[src/rtl/event_trig_multi.sv]
// Multi-channel event trigger: synchronises discriminator inputs, applies per-channel
// dead time, groups coincident edges into {mask, timestamp} words for a downstream FIFO.
module event_trig_multi #(
  parameter int N_CH         = 4,
  parameter int SYNC_STAGES  = 2,
  parameter int DEAD_CYCLES  = 16,
  parameter int COINC_CYCLES = 4,
  parameter int TS_WIDTH     = 16,
  parameter int DROP_WIDTH   = 8
) (
  input  logic                       clk,
  input  logic                       rst_n,
  input  logic [N_CH-1:0]            evnt,
  input  logic [N_CH-1:0]            chan_en,
  input  logic                       wtfull,
  output logic                       wtreq,
  output logic [N_CH+TS_WIDTH-1:0]   wtdata,
  input  logic                       drop_clr,
  output logic [DROP_WIDTH-1:0]      drop_cnt
);

  // state   | meaning
  // IDLE    | no event pending, waiting for an accepted edge
  // COLLECT | coincidence window open, accepted edges OR-ed into the mask
  // WRITE   | window closed; write the event word or count a drop on wtfull
  typedef enum logic [1:0] {IDLE, COLLECT, WRITE} state_t;

  localparam int DW = $clog2(DEAD_CYCLES + 1);
  localparam int CW = $clog2(COINC_CYCLES + 1);
  // The accepting cycle itself counts toward the holdoff, so the next edge
  // is accepted exactly DEAD_CYCLES cycles after the previous one.
  localparam logic [DW-1:0] DEAD_LOAD  = DW'(DEAD_CYCLES - 1);
  localparam logic [CW-1:0] COINC_LOAD = CW'(COINC_CYCLES - 1);

  logic [SYNC_STAGES-1:0][N_CH-1:0] sync_q;
  logic [N_CH-1:0]                  prev_q;
  logic [N_CH-1:0][DW-1:0]          dead_q;
  logic [TS_WIDTH-1:0]              ts_q;
  logic [N_CH-1:0]                  acc_d;

  state_t                           state_q;
  logic [N_CH-1:0]                  mask_q;
  logic [TS_WIDTH-1:0]              ts_lat_q;
  logic [CW-1:0]                    cnt_q;
  logic                             wtreq_q;
  logic [N_CH+TS_WIDTH-1:0]         wtdata_q;
  logic [DROP_WIDTH-1:0]            drop_q;

  always_comb begin
    acc_d = '0;
    for (int i = 0; i < N_CH; i++) begin
      acc_d[i] = sync_q[SYNC_STAGES-1][i] & ~prev_q[i] & chan_en[i] & (dead_q[i] == '0);
    end
  end

  always_ff @(posedge clk or negedge rst_n) begin
    if (!rst_n) begin
      sync_q <= '0;
      prev_q <= '0;
      dead_q <= '0;
      ts_q   <= '0;
    end else begin
      sync_q <= {sync_q[SYNC_STAGES-2:0], evnt};
      prev_q <= sync_q[SYNC_STAGES-1];
      ts_q   <= ts_q + 1'b1;
      for (int i = 0; i < N_CH; i++) begin
        if (acc_d[i])
          dead_q[i] <= DEAD_LOAD;
        else if (dead_q[i] != '0)
          dead_q[i] <= dead_q[i] - 1'b1;
      end
    end
  end

  always_ff @(posedge clk or negedge rst_n) begin
    if (!rst_n) begin
      state_q  <= IDLE;
      mask_q   <= '0;
      ts_lat_q <= '0;
      cnt_q    <= '0;
      wtreq_q  <= 1'b0;
      wtdata_q <= '0;
      drop_q   <= '0;
    end else begin
      wtreq_q <= 1'b0;
      case (state_q)
        IDLE: begin
          if (|acc_d) begin
            mask_q   <= acc_d;
            ts_lat_q <= ts_q;
            cnt_q    <= COINC_LOAD;
            state_q  <= (COINC_CYCLES == 1) ? WRITE : COLLECT;
          end
        end
        COLLECT: begin
          mask_q <= mask_q | acc_d;
          if (cnt_q <= 1)
            state_q <= WRITE;
          else
            cnt_q <= cnt_q - 1'b1;
        end
        WRITE: begin
          if (!wtfull) begin
            wtreq_q  <= 1'b1;
            wtdata_q <= {mask_q, ts_lat_q};
          end
          // Edges landing in the write cycle start the next event rather than being lost
          if (|acc_d) begin
            mask_q   <= acc_d;
            ts_lat_q <= ts_q;
            cnt_q    <= COINC_LOAD;
            state_q  <= (COINC_CYCLES == 1) ? WRITE : COLLECT;
          end else begin
            state_q <= IDLE;
          end
        end
        default: state_q <= IDLE;
      endcase

      if (drop_clr)
        drop_q <= '0;
      else if (state_q == WRITE && wtfull && drop_q != '1)
        drop_q <= drop_q + 1'b1;
    end
  end

  assign wtreq    = wtreq_q;
  assign wtdata   = wtdata_q;
  assign drop_cnt = drop_q;

endmodule

[config.mk]
export PLATFORM = sky130hd
export DESIGN_NAME = event_trig_multi
export DESIGN_NICKNAME = d
export VERILOG_FILES = /design/src/rtl/event_trig_multi.sv
export SDC_FILE = /design/constraint.sdc
export NUM_CORES = 1
export LEC_CHECK = 0
export CORE_MARGIN = 2
export CORE_UTILIZATION = 25
export DETAILED_ROUTE_END_ITERATION = 6
export GPL_TIMING_DRIVEN = 0
export MAX_ROUTING_LAYER = met4
export PLACE_DENSITY = 0.46
export SLEW_MARGIN = 5
export SYNTH_ARGS = -nofsm -noshare
export SYNTH_HDL_FRONTEND = slang
export SYNTH_SLANG_ARGS = --single-unit
[constraint.sdc]
create_clock -name clk -period 3 [get_ports clk]
set_clock_uncertainty 0.15 [all_clocks]
set_input_delay 0.45 -clock clk [delete_from_list [all_inputs] [get_ports clk]]
set_output_delay 0.45 -clock clk [all_outputs]
set_load 0.03 [all_outputs]
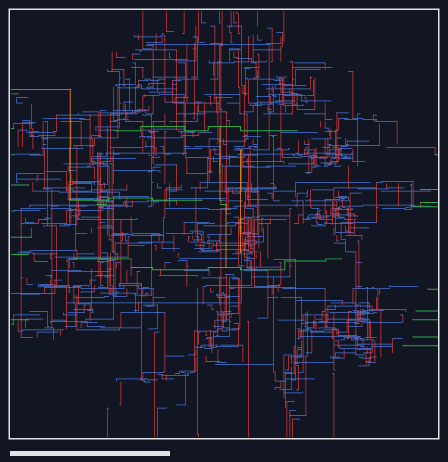
(wiring by layer)
Scale bar: 50 µm.
blue -> M1  # wire length 3,810 µm
red -> M2  # wire length 3,680 µm
green -> M3  # wire length 313 µm
orange -> M4  # wire length 110 µm

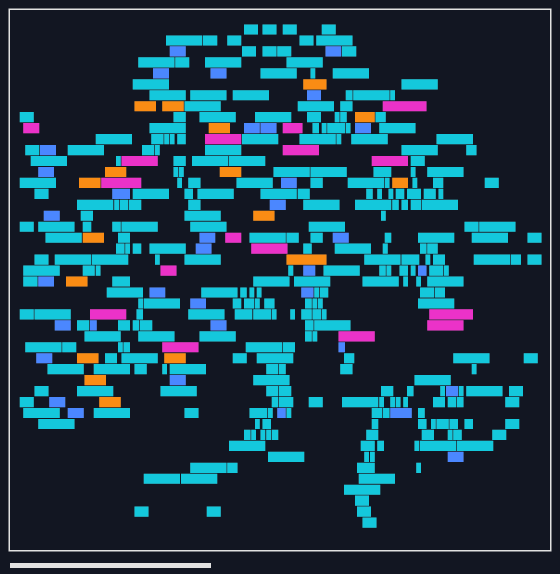
(drive-strength map)
Scale bar: 50 µm.
cyan -> x1 and smaller  # cells 310, share 82%
magenta -> x6 and larger  # cells 16, share 4.2%
orange -> x3 and x4  # cells 17, share 4.5%
blue -> x2  # cells 35, share 9.3%

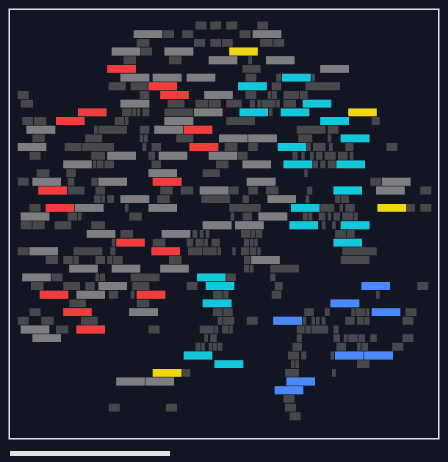
(where the registers sit)
Scale bar: 50 µm. Other sequential cells in the stronger gray, the rest of the logic in the fainter gray.
cyan -> dead_q  # sequential cells 20
red -> ts_lat_q  # sequential cells 16
yellow -> prev_q  # sequential cells 4
blue -> drop_cnt  # sequential cells 8, where lower right

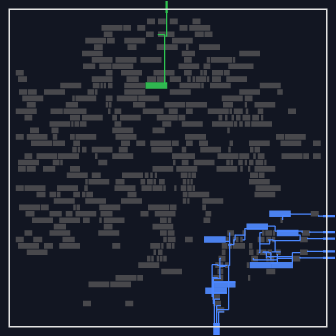
(I/O nets highlighted)
green -> wtreq  # bits 1, direction output, edge top, end cells 1, buffers 1, wire 35.6 µm
blue -> drop_cnt  # bits 8, direction output, edge 5 right, 3 bottom, end cells 8, buffers 8, wire 326 µm

==> impl_summary.log <==
[flow] summary of implementation run
[metrics] run status: finished, final reports clean
[metrics] GR met2 Demand/Resource: 14.81%
[metrics] post-CTS setup buffer count: 0
[metrics] origin of the worst min-delay path: sync_q[0]
[metrics] final setup fails: 0
[metrics] power spent charging and discharging nets: 1.147 mW
[metrics] Die Ht: 134.0 µm
[metrics] multiplexer share of the synthesized area: 12.22%
[metrics] final-stage net count: slightly below 400
[metrics] post-synth design cell area: 4228 µm²
[metrics] wire length per cell: 13.22 µm
[metrics] vias per cell: about 4.3
[metrics] root buf cell: sky130_fd_sc_hd__clkbuf_16
[metrics] M1 GR Usage: approximately an eighth
[metrics] cell area after placement: 4922 µm²
[metrics] detailed-route wire length on metal 1: 3806 µm
[metrics] Peak VDD IR: ~0.37 mV
[metrics] length in cells of the worst reg-to-reg path: 7
[metrics] clock buffer instance count of the final layout: 12
[metrics] worst setup path category: flop to flop
[metrics] non-clock buffer count: between 40 and 50
[metrics] warning total across the stage logs: 27
[metrics] vias in the first global route: about 2,600
[metrics] CP top delay family: simple AND/OR/NAND/NOR gates
[metrics] fraction of standard cell area that is sequential: approximately half
[metrics] end point of the critical path: ts_lat_q[2]
[metrics] group with the largest share of power: registers
[metrics] Final Instance Count excl. Fillers: 598
[metrics] number of buffers inserted during clock tree synthesis: 9
[metrics] area of all sequential standard cells: between 2000 and 3000 µm²
[metrics] timing startpoint of the critical path: dead_q[5]
No activity file was given, so power comes from the tool's default toggle rates.
